===== config.mk =====
export PLATFORM = sky130hd
export DESIGN_NAME = nco_quad_gen
export DESIGN_NICKNAME = d
export VERILOG_FILES = /design/src/rtl/nco_quad_gen.sv
export SDC_FILE = /design/constraint.sdc
export NUM_CORES = 1
export LEC_CHECK = 0
export CAP_MARGIN = 15
export CORE_MARGIN = 3
export CORE_UTILIZATION = 35
export CTS_BUF_LIST = sky130_fd_sc_hd__clkbuf_4 sky130_fd_sc_hd__clkbuf_8 sky130_fd_sc_hd__clkbuf_16
export CTS_CLUSTER_SIZE = 28
export DETAILED_ROUTE_END_ITERATION = 12
export GPL_TIMING_DRIVEN = 0
export PLACE_DENSITY = 0.6
export SYNTH_ARGS = -nofsm -noshare
export SYNTH_HDL_FRONTEND = slang
export SYNTH_SLANG_ARGS = --single-unit

===== constraint.sdc =====
create_clock -name clk -period 4 [get_ports clk]
set_input_delay 0.8 -clock clk [delete_from_list [all_inputs] [get_ports clk]]
set_output_delay 0.8 -clock clk [all_outputs]
set_load 0.005 [all_outputs]

===== src/rtl/nco_quad_gen.sv =====
// Quadrature NCO: phase accumulator, 3-stage pipeline, quarter-wave sine table folded to cos/sin.
// Optional NCO_DITHER_EN adds LFSR phase dither ahead of index truncation.
module nco_quad_gen #(
    parameter int PHASE_W = 32,
    parameter int IDX_W   = 8,
    parameter int AMP_W   = 8
) (
    input  logic                     clk,
    input  logic                     rst,
    input  logic                     en,
    input  logic [PHASE_W-1:0]       ftw_in,
    input  logic                     ftw_load,
    input  logic [PHASE_W-1:0]       poff_in,
    input  logic                     sync_clr,
    output logic signed [AMP_W-1:0]  cos_out,
    output logic signed [AMP_W-1:0]  sin_out,
    output logic                     out_valid
);

    localparam int N       = 1 << (IDX_W - 2);
    localparam int TIDX_W  = IDX_W - 1;
    localparam int AMP_MAX = (1 << (AMP_W - 1)) - 1;
    localparam logic [TIDX_W-1:0] N_IDX = TIDX_W'(N);

    // Taylor series keeps the table computable without relying on tool math builtins.
    function automatic int quarter_sine(input int k);
        real x;
        real term;
        real sum;
        int  v;
        x    = 1.5707963267948966 * real'(k) / real'(N);
        term = x;
        sum  = x;
        for (int n = 1; n <= 12; n++) begin
            term = -term * x * x / real'((2 * n) * (2 * n + 1));
            sum  = sum + term;
        end
        v = $rtoi(real'(AMP_MAX) * sum + 0.5);
        if (v > AMP_MAX) v = AMP_MAX;
        if (v < 0) v = 0;
        return v;
    endfunction

    logic signed [AMP_W-1:0] quarter_table [0:N];

    generate
        for (genvar gi = 0; gi <= N; gi++) begin : g_table
            localparam int TVAL = quarter_sine(gi);
            assign quarter_table[gi] = AMP_W'(TVAL);
        end
    endgenerate

    logic [PHASE_W-1:0] acc_reg;
    logic [PHASE_W-1:0] ftw_reg;
    logic [PHASE_W-1:0] phase_sum;
    logic [IDX_W-1:0]   idx_next;

    always_ff @(posedge clk) begin
        if (rst) begin
            ftw_reg <= '0;
        end else if (ftw_load) begin
            ftw_reg <= ftw_in;
        end
    end

    always_ff @(posedge clk) begin
        if (rst || sync_clr) begin
            acc_reg <= '0;
        end else if (en) begin
            acc_reg <= acc_reg + ftw_reg;
        end
    end

`ifdef NCO_DITHER_EN
    localparam int DITHER_SH = PHASE_W - IDX_W - 18;
    logic [15:0]        lfsr_reg;
    logic [PHASE_W-1:0] dither;

    always_ff @(posedge clk) begin
        if (rst) begin
            lfsr_reg <= 16'hACE1;
        end else if (en) begin
            lfsr_reg <= {lfsr_reg[0] ^ lfsr_reg[2] ^ lfsr_reg[3] ^ lfsr_reg[5], lfsr_reg[15:1]};
        end
    end

    // Dither stays below half an index LSB so it only decorrelates truncation error.
    assign dither    = PHASE_W'(lfsr_reg) << DITHER_SH;
    assign phase_sum = acc_reg + poff_in + dither;
`else
    assign phase_sum = acc_reg + poff_in;
`endif

    assign idx_next = IDX_W'(phase_sum >> (PHASE_W - IDX_W));

    // Stage 1: launch index from the pre-increment accumulator
    logic [IDX_W-1:0] idx_s1_reg;
    logic             v_s1_reg;

    always_ff @(posedge clk) begin
        if (rst) begin
            idx_s1_reg <= '0;
            v_s1_reg   <= 1'b0;
        end else begin
            v_s1_reg <= en;
            if (en) begin
                idx_s1_reg <= idx_next;
            end
        end
    end

    // Stage 2: registered dual read of the quarter table
    logic [1:0]              quad_s1;
    logic [TIDX_W-1:0]       r_idx;
    logic [TIDX_W-1:0]       nr_idx;
    logic [1:0]              q_s2_reg;
    logic signed [AMP_W-1:0] mag_r_s2_reg;
    logic signed [AMP_W-1:0] mag_nr_s2_reg;
    logic                    v_s2_reg;

    assign quad_s1 = idx_s1_reg[IDX_W-1:IDX_W-2];
    assign r_idx   = {1'b0, idx_s1_reg[IDX_W-3:0]};
    assign nr_idx  = N_IDX - r_idx;

    always_ff @(posedge clk) begin
        if (rst) begin
            q_s2_reg      <= '0;
            mag_r_s2_reg  <= '0;
            mag_nr_s2_reg <= '0;
            v_s2_reg      <= 1'b0;
        end else begin
            v_s2_reg      <= v_s1_reg;
            q_s2_reg      <= quad_s1;
            mag_r_s2_reg  <= quarter_table[r_idx];
            mag_nr_s2_reg <= quarter_table[nr_idx];
        end
    end

    // Stage 3: quadrant folding
    logic signed [AMP_W-1:0] cos_next;
    logic signed [AMP_W-1:0] sin_next;
    logic signed [AMP_W-1:0] cos_reg;
    logic signed [AMP_W-1:0] sin_reg;
    logic                    out_valid_reg;

    always_comb begin
        cos_next = mag_nr_s2_reg;
        sin_next = mag_r_s2_reg;
        case (q_s2_reg)
            2'd0: begin
                sin_next = mag_r_s2_reg;
                cos_next = mag_nr_s2_reg;
            end
            2'd1: begin
                sin_next = mag_nr_s2_reg;
                cos_next = -mag_r_s2_reg;
            end
            2'd2: begin
                sin_next = -mag_r_s2_reg;
                cos_next = -mag_nr_s2_reg;
            end
            default: begin
                sin_next = -mag_nr_s2_reg;
                cos_next = mag_r_s2_reg;
            end
        endcase
    end

    always_ff @(posedge clk) begin
        if (rst) begin
            cos_reg       <= '0;
            sin_reg       <= '0;
            out_valid_reg <= 1'b0;
        end else begin
            out_valid_reg <= v_s2_reg;
            if (v_s2_reg) begin
                cos_reg <= cos_next;
                sin_reg <= sin_next;
            end
        end
    end

    assign cos_out   = cos_reg;
    assign sin_out   = sin_reg;
    assign out_valid = out_valid_reg;

endmodule


==> run_1/layer_met1.png <==
Supply wires on this layer in grey. Cells faint in the background.
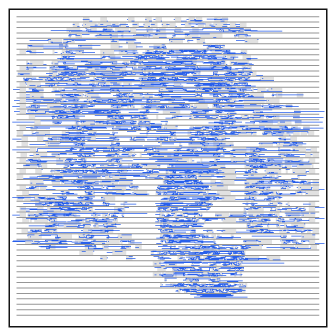
The layer carries 11700 um of wire. The longest straight run is 85.6 um. 1169 nets have wire on it.

==> run_1/sizes.png <==
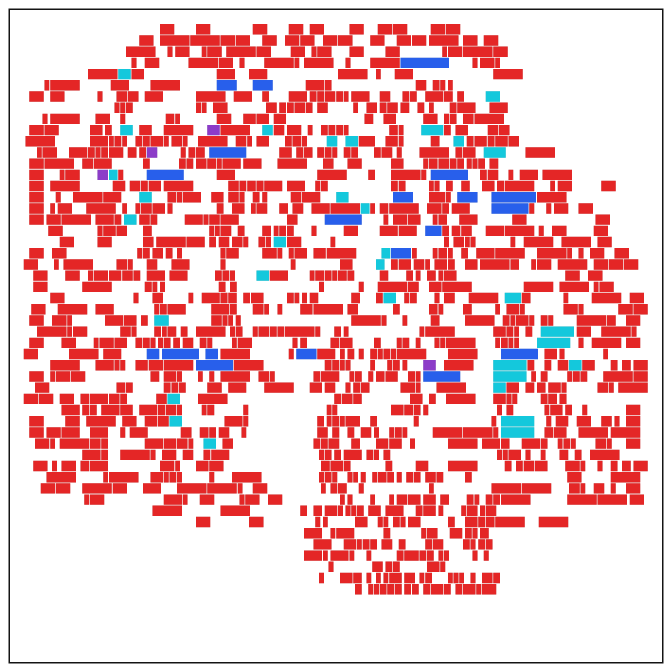
Key: red = _0 and _1 cells [cells 1059, share 95%, most used nor2_1]; blue = _6 and larger [cells 20, share 1.8%, most used clkbuf_16]; purple = _3 and _4 cells [cells 4, share 0.36%, most used clkinv_4]; cyan = _2 cells [cells 32, share 2.9%, most used mux4_2]

==> metrics.yaml, run 1 <==
global_routing:
  grt_max_degree: 20
  grt_util_met3_pct: 3.343
  grt_overflow: 0
  grt_usage_pct: 19.50
  grtUsageMet1_pct: 27.98
layout:
  logic_area_sq_mm: 0.005535
  diodes: 0
  fillers: 2309
worst_setup_path:
  reg2reg_depth: 12
  cp_slowest_cell: "ha_1"
  cp.required_ns: 4.21
  crit_type: "reg2reg"
  cpMostUsedCell: "clkbuf_1"
placed_design:
  io_buffers: 84
  dp.cells: 1384
  gp_congestion: 0.9450
die:
  fp_util_pct: 35.78
  io_pins: 86
  fp.dieH_um: 158.4
  die_area_sq_mm: 0.02508
final_timing:
  min_period_ns: 3.579
  min_period_over_period_pct: 89.46
  slew_viol_final: 0
  worst_slack_ns: 0.4214
power_and_ir_drop:
  leakagePower_nw: 3.956
  peakVddDrop_mv: 0.2701
  p_per_area_mw_per_mm2: 310.0
route:
  vias: 7858
  drc_errors: 0
  top_layer_used: "met4"
  routedWlPerCell_um: 17.41
  vias_per_cell: 5.613
  drtIter0Drc: 578
  wl_um: 24380
clocking:
  numClockSinks: 107
  clk_root_buffer_cell: "clkbuf_16"
  clkTransAtPathRegs_ns: 0.08
  cts_tree: "yes"
  postCtsSetupBuffers: 0
  insertion_delay_ns: 0.37
  cts_made_buffers: 9
  ctsHoldBuffers: 0
  cts_buffer_depth: 2
yosys:
  syn_avg_cell_area_sq_um: 8.005
  synthTopCellsByCount: "nor2_1 (122), dfxtp_1 (107), nand2_1 (81), a21oi_1 (78), ha_1 (72)"
  synth-edff-count: 0
  ys_seq_share_pct: 26.36
  yosysUniqueCellTypes: 73
  async_flop_share_pct: 0
  syn_nets: 1157
  ys.flop_type: "dfxtp_1"
  syn_inst: 1015
run_status:
  status: "completed"
run:
  tool_warnings: 33
==> run_1/placement_by_type.png <==
The bar under the picture is 50 um long.
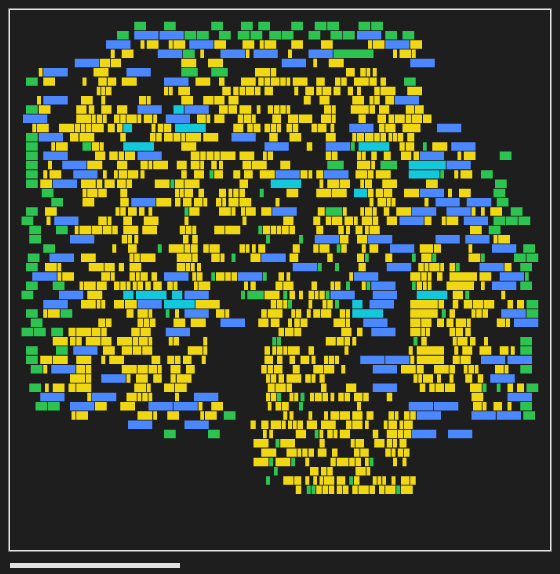
Key: blue = flops [cells 107, share of their area 23%]; cyan = clock drivers and dummy loads [cells 16, share of their area 3.3%]; green = other buffers and delay cells [cells 146, share of their area 13%]; yellow = combinational and other logic [cells 846, share of their area 61%]
FP Rows: 55
Final Instance Area: 0.009632 sq mm
Seq/total area: 22.24%
Util after Layout: 42.41%
Core Footprint: 0.02271 sq mm

==> run_1/clk_routes.png <==
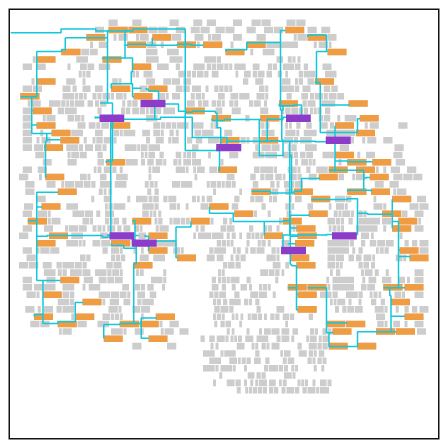
Key: cyan = clock wires [length 1540 um]; purple = clock drivers [count 9]; orange = flip-flops [count 107]
Position of the flops: widely spread.

==> run 1: cells in the final DEF (no fill, tap or decap), types with 16 or more instances in the layout <==
master and n:
o21ai_0 53, xnor2_1 21, clkdlybuf4s50_1 84, nand2_1 81, a211oi_1 18, dfxtp_1 107, clkbuf_1 45, inv_1 27
a21o_1 22, a21oi_1 78, ha_1 72, nor3_1 40, mux2i_1 59, nor2_1 122, o211ai_1 16, nand3_1 35
==> run 1: final cells by class <==
| cell class | instances | area share (%) |
|---|---|---|
| multi-input combinational | 815 | 57.47 |
| timing repair buffer | 84 | 8.730 |
| clock buffer | 9 | 2.338 |
| clock inverter | 7 | 0.8704 |
| sequential | 107 | 22.24 |
| inverter | 31 | 1.208 |
| buffer | 62 | 3.442 |
| tap | 285 | 3.702 |
==> run 1: kinds of logic after synthesis <==
group / synth area share [%]
compound gates: 24.15
flops: 26.36
mux: 9.070
simple gates: 19.70
fa+ha+maj: 11.33
buf+inv: 5.513
xor+xnor: 3.881
==> run 1: worst max-delay path by stage <==
stage	from	cells past startpoint	to	slack, ns
5_1_grt	idx_s1_reg[1]	12	mag_nr_s2_reg[2]	0.16
2_1_floorplan	poff_in[20]	9	idx_s1_reg[6]	1.10
6_report	idx_s1_reg[1]	12	mag_nr_s2_reg[1]	0.42
3_3_place_gp	poff_in[24]	10	idx_s1_reg[6]	0.26
3_5_place_dp	poff_in[24]	10	idx_s1_reg[6]	0.25
4_1_cts	idx_s1_reg[1]	12	mag_nr_s2_reg[1]	0.46
==> run 1: power breakdown <==
group          internal (W)  switching, W
sequential          0.00113     0.0000567
clock              0.000498      0.000451
combinational      0.000370      0.000481
## Run 2: what changed since run 1
- CORE_UTILIZATION: 35 -> 40
- PLACE_DENSITY: 0.6 -> 0.66
==> run_2/sizes.png <==
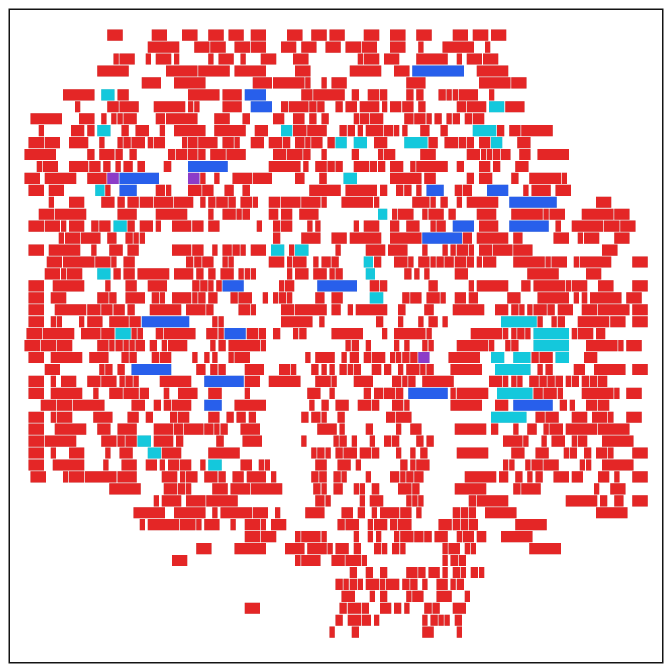
Key: purple = _3 and _4 cells [cells 3, share 0.27%, most used clkinvlp_4]; red = _0 and _1 cells [cells 1059, share 95%, most used nor2_1]; cyan = _2 cells [cells 32, share 2.9%, most used mux4_2]; blue = _6 and larger [cells 21, share 1.9%, most used clkbuf_16]
Non-clock buffers: 146
worst setup slack after layout: 0.4737 ns
P&R area growth vs syn: 18.54%

==> run 2 against run 1 <==
Highest routed layer unchanged. Clock power is 5% higher. Synthesized area did not move. Clock-buffer cell count is the same. Die size shrank 12%. Via count grew 1.2%. Power grew 2.0%. Design area stayed put. First-iteration DRC count fell by 2.2%. Synthesized cell count unchanged. Register-to-register slack improved by 0.05 ns.
==> metrics.yaml, run 2 <==
power_and_ir_drop:
  p_seq_share_pct: 38.9
  power_leader: "registers"
  intPower_w: 0.002062
  p_seq_w: 0.00118
  powerClk_w: 0.00100
  peakVddDrop_mv: 0.1970
  leakagePower_nw: 3.965
  pg_comb_w: 0.000860
  switching_share_pct: 32.28
  power.switching_w: 0.0009829
  pwr-share-comb_pct: 28.2
final_timing:
  min_period_ns: 3.526
  skew_ns: 0.009152
  slew_viol_final: 0
  min_period_over_period_pct: 88.16
run_status:
  status: "completed"
worst_setup_path:
  reg2reg_depth: 12
  cpMostUsedCell: "clkbuf_1"
  worstPathMaxFanout: 10
  cp.required_ns: 4.21
  crit_type: "reg2reg"
  crit_end: "mag_nr_s2_reg[1]"
  r2r-end: "mag_nr_s2_reg[1]"
  cp_slowest_cell: "ha_1"
  worst-path-stages: 12
  critPathTopFamily: "buffers and inverters"
  crit_path_start: "idx_s1_reg[1]"
clocking:
  cts_tree: "yes"
  cts_buffer_depth: 2
  numClockSinks: 107
  cts_made_buffers: 9
  postCtsSetupBuffers: 0
yosys:
  ys_seq_share_pct: 26.36
  synth_area_sq_mm: 0.008125
  synth_area_leader_cell: "dfxtp_1"
  synthTopCellsByCount: "nor2_1 (122), dfxtp_1 (107), nand2_1 (81), a21oi_1 (78), ha_1 (72)"
  syn_nets: 1157
  ys.flop_type: "dfxtp_1"
  yosysUniqueCellTypes: 73
  syn_avg_cell_area_sq_um: 8.005
  syn_inst: 1015
  async_flop_share_pct: 0
  synth-edff-count: 0
  synth_top_cell_by_count: "nor2_1"
route:
  vias: 7950
  vias_per_cell: 5.761
  dr.pass1.iters: 7
  drtIter0Drc: 565
  routedWlPerCell_um: 17.21
  drc_errors: 0
layout:
  final_cell_mix: "nor2_1 (122), dfxtp_1 (107), clkdlybuf4s50_1 (84), nand2_1 (81), a21oi_1 (78)"
  lay_top_count: "nor2_1"
  diodes: 0
global_routing:
  grt_usage_pct: 21.05
  grt_max_degree: 20
  grt_overflow: 0
  grt_antenna_before_repair: 0
die:
  fp.dieH_um: 148.5
  fp_util_pct: 41.21
  core-area_sq_mm: 0.01972
  die_w_um: 148.5
  die_area_sq_mm: 0.02206
  io_pins: 86
  rows: 51
placed_design:
  gp_congestion: 0.9656
  io_buffers: 84
run:
  tool_warnings: 33
## run 2: kinds of logic after synthesis
| logic type | count (synthesis) | synth area share, % |
|---|---|---|
| mux | 66 | 9.070 |
| fa+ha+maj | 73 | 11.33 |
| xor+xnor | 36 | 3.881 |
| flops | 107 | 26.36 |
| compound gates | 293 | 24.15 |
| buf+inv | 93 | 5.513 |
| simple gates | 347 | 19.70 |
## run 2: layout make-up
class                   instances  area [sq um]
fillers                      1967         10090
multi-input cells             815          5535
flip-flops and latches        107          2142
repair buffers                 84         840.8
plain buffers                  62         331.6
well taps                     265         331.6
clock buffers                   9         225.2
inverters                      31         116.4
clock inverters                 7         108.9
## run 2: stage by stage
| stage | utilization, % | instances | setup slack [ns] | total power (W) | instance area, sq um |
|---|---|---|---|---|---|
| finish | 48.85 | 1380 | 0.4737 | 0.003045 | 9632 |
| global route | 48.85 | 1380 | 0.1018 | 0.003198 | 9632 |
| CTS | 48.85 | 1380 | 0.4879 | 0.003055 | 9632 |
| detailed placement | 47.15 | 1364 | 0.1562 | 0.002051 | 9298 |
| global placement | 47.15 | 1364 | 0.1928 | 0.002044 | 9298 |
| floorplan | - | 1015 | 1.102 | 0.001781 | 8125 |
## run 2: metal layers
metal,wire [um],GRT usage [%],vias to the layer above
li1,-,-,3928
met1,11110,29.03,3707
met2,10850,34.76,287
met3,1372,3.443,28
met4,414,4.665,0
met5,0,0,-
## run 2: worst min path at each step
stage / start / end / slack (ns) / cells after the start
floorplan: v_s1_reg / v_s2_reg / 0.41 / 1
global placement: v_s1_reg / v_s2_reg / 0.42 / 1
detailed placement: v_s1_reg / v_s2_reg / 0.43 / 1
CTS: v_s1_reg / v_s2_reg / 0.44 / 1
global route: v_s1_reg / v_s2_reg / 0.45 / 1
finish: v_s1_reg / v_s2_reg / 0.44 / 1
No activity file was given, so power comes from the tool's default toggle rates.
